floorplan.png
(1 px per um) Pins as bars on the die edge. Tap cells in gray.
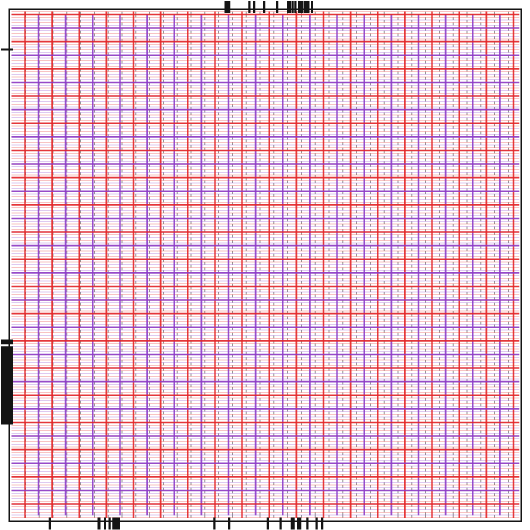
class_map.png
(1 px per um) Fill, decap, tap and diode cells in gray.
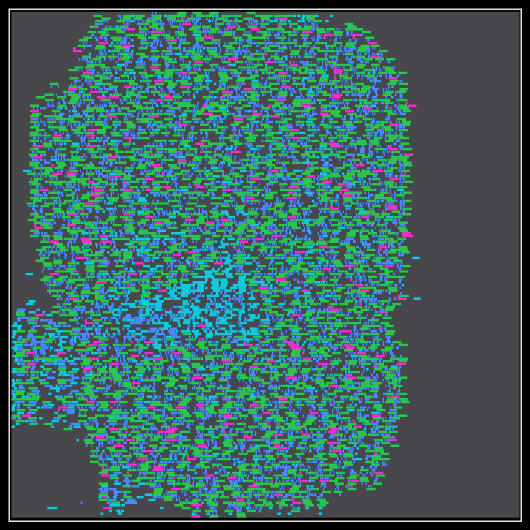
clock_wires.png
(1 px per um)
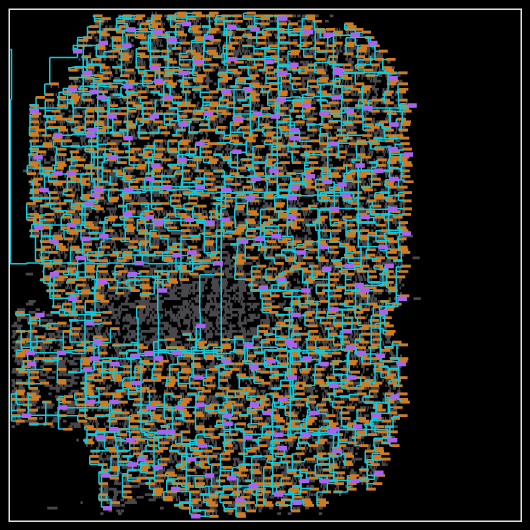
layers.png
(1 px per um)
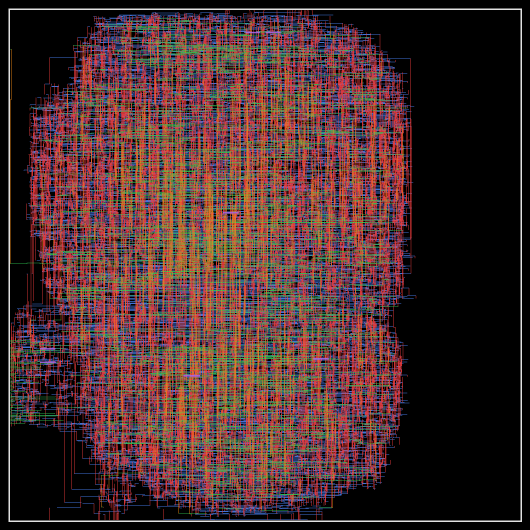
congestion_map.png
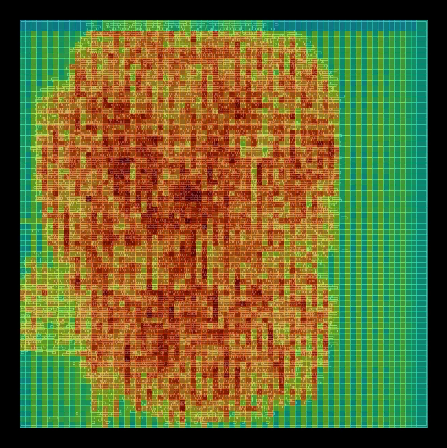
Design mem_responder, sky130hd; sources not shown.
==> impl_metrics.yaml <==
# flow metrics
floorplanning:
  chipArea_mm2: 0.260
  fp_util: 0.352
  io_pins: 104
layout:
  largest_reg_flops: 2048
  nFillCells: 24500
  seq_area_mm2: 0.0539
place:
  port_buffers: 103
timing:
  tns_ns: -0.0346
  rsz0062_at_grt: "no"
  max-slew-margin-rel: 0.189
  fin_crit_ns: 3.63
  finalWorstSetupSlack_ns: -0.0346
  tightestPinTransition_ns: 1.22
  fmax_ghz: 0.275
  final-setup-viol-count: 1
run:
  tool_warnings: 60
global_routing:
  grt_pass1_wl_um: 567000
  grt_max_degree: 181
setup_path:
  critical_path_depth: 11
  crit_buf_inv: 4
  r2r_cells: 10
  r2r_slack_ns: 0.03
  critPathLaunchType: "primary input"
  cp.required_ns: 4.40
  cp_slowest_cell: "nor4_1"
  worstSetupPathType: "in -> reg"
synth:
  yosysSeqAreaShare: 0.595
  avgSynthCellArea_um2: 9.23
  yosysWarnings: 0
  yosysMostFrequentCell: "nand2_1"
  synthesis.area_mm2: 0.0905
  common_cells: "nand2_1, dfrtp_1, o21ai_0"
routing:
  viasPerCell: 5.90
  drtIter0Drc: 10700
  first_pass_iters: 6
  drc: 0
clock_network:
  cts_buffers: 212
status:
  status: "finished with violations"
  violations: "negative setup slack"
min_path:
  hold_path.class: "in -> async"
About floorplan.png:
| color | net |
|---|---|
| purple | VDD |
| red | VSS |
met1 rails: 187
signal pins: 104
met5 straps: 37
Peak VDD IR: 0.670 mV
die width: 510 um
core area: 0.257 mm2
die height: 510 um

About class_map.png:
| color | class | cells |
|---|---|---|
| magenta | clock drivers and dummy loads | 394 |
| cyan | remaining buffers and delay cells | 1047 |
| green | registers | 2152 |
| blue | remaining logic cells | 6761 |
Core Rows: 186
final core utilization: 0.430
design area: 0.111 mm2

About clock_wires.png:
[purple] clock-net drivers | count: 212
[orange] flip-flops | count: 2152
[cyan] clock wires | length: 26.4 mm
routed clock nets: 213
power share of the clock group: 0.291
clk pwr: 0.0221 W
Worst Clk Skew: 0.0661 ns
clk ins delay skew pair: 0.92 ns

About layers.png:
| color | layer | wire length |
|---|---|---|
| green | M3 | 44.6 mm |
| red | M2 | 172 mm |
| orange | M4 | 25.0 mm |
| purple | M5 | 96.8 um |
| blue | M1 | 154 mm |
WL/cell: 28.8 um
Tot GR Track Use: 0.302
Routed WL: 396000 um

About congestion_map.png:
routing usage on met3: 0.0762
Top Usage Layer GRT: met2

## stage by stage
step | std cells | utilization | hold WS (ns) | total power (W) | setup slack [ns]
CTS | 13700 | 0.430 | 0.300 | 0.0749 | 0.000658
global route | 13700 | 0.430 | 0.333 | 0.0775 | 0.0106
global placement | 13300 | 0.403 | 0.453 | 0.0529 | -1.05
floorplan | 9799 | - | 0.442 | 0.0363 | 0.332
finish | 13800 | 0.430 | 0.246 | 0.0759 | -0.0346
detailed placement | 13300 | 0.403 | 0.463 | 0.0530 | -1.02
## power breakdown
part / switching [W] / total, W / internal (W)
combinational: 0.0191 / 0.0289 / 0.00977
sequential: 0.000372 / 0.0250 / 0.0246
clock: 0.0101 / 0.0221 / 0.0119
## layer usage
metal | part of all wire | vias up | GRT usage | wire [um]
met2 | 0.43 | 5064 | 0.451 | 172000
met3 | 0.11 | 1173 | 0.0762 | 44600
li1 | - | 34700 | - | -
met4 | 0.063 | 14 | 0.168 | 25000
met1 | 0.39 | 40200 | 0.401 | 154000
met5 | 0.00024 | - | 0 | 96
## logic make-up after synthesis
group | after synthesis | share of synthesized area
AOI/OAI and AO/OA | 3283 | 0.200
xor gates and xnor gates | 1 | 0.0000968
buffers and inverters | 891 | 0.0396
adders and majority gates | 1 | 0.000138
DFF | 2152 | 0.595
and+or+nand+nor | 3355 | 0.151
muxes | 116 | 0.0138
## timing repair
action,CTS,global route
setup buffers,3,1
gates cloned,0,1
pin swaps,2,1
setup endpoints to repair,10,14
resized,15,9
## cell type report
type	count	area share
multi-input combinational	6756	0.304
inverter	5	0.000170
timing repair buffer	1047	0.108
tap	3384	0.0383
antenna	16	0.000362
clock inverter	181	0.0132
sequential	2152	0.487
clock buffer	213	0.0482
Power figures rest on the tool's default switching activity, not on a simulated workload.
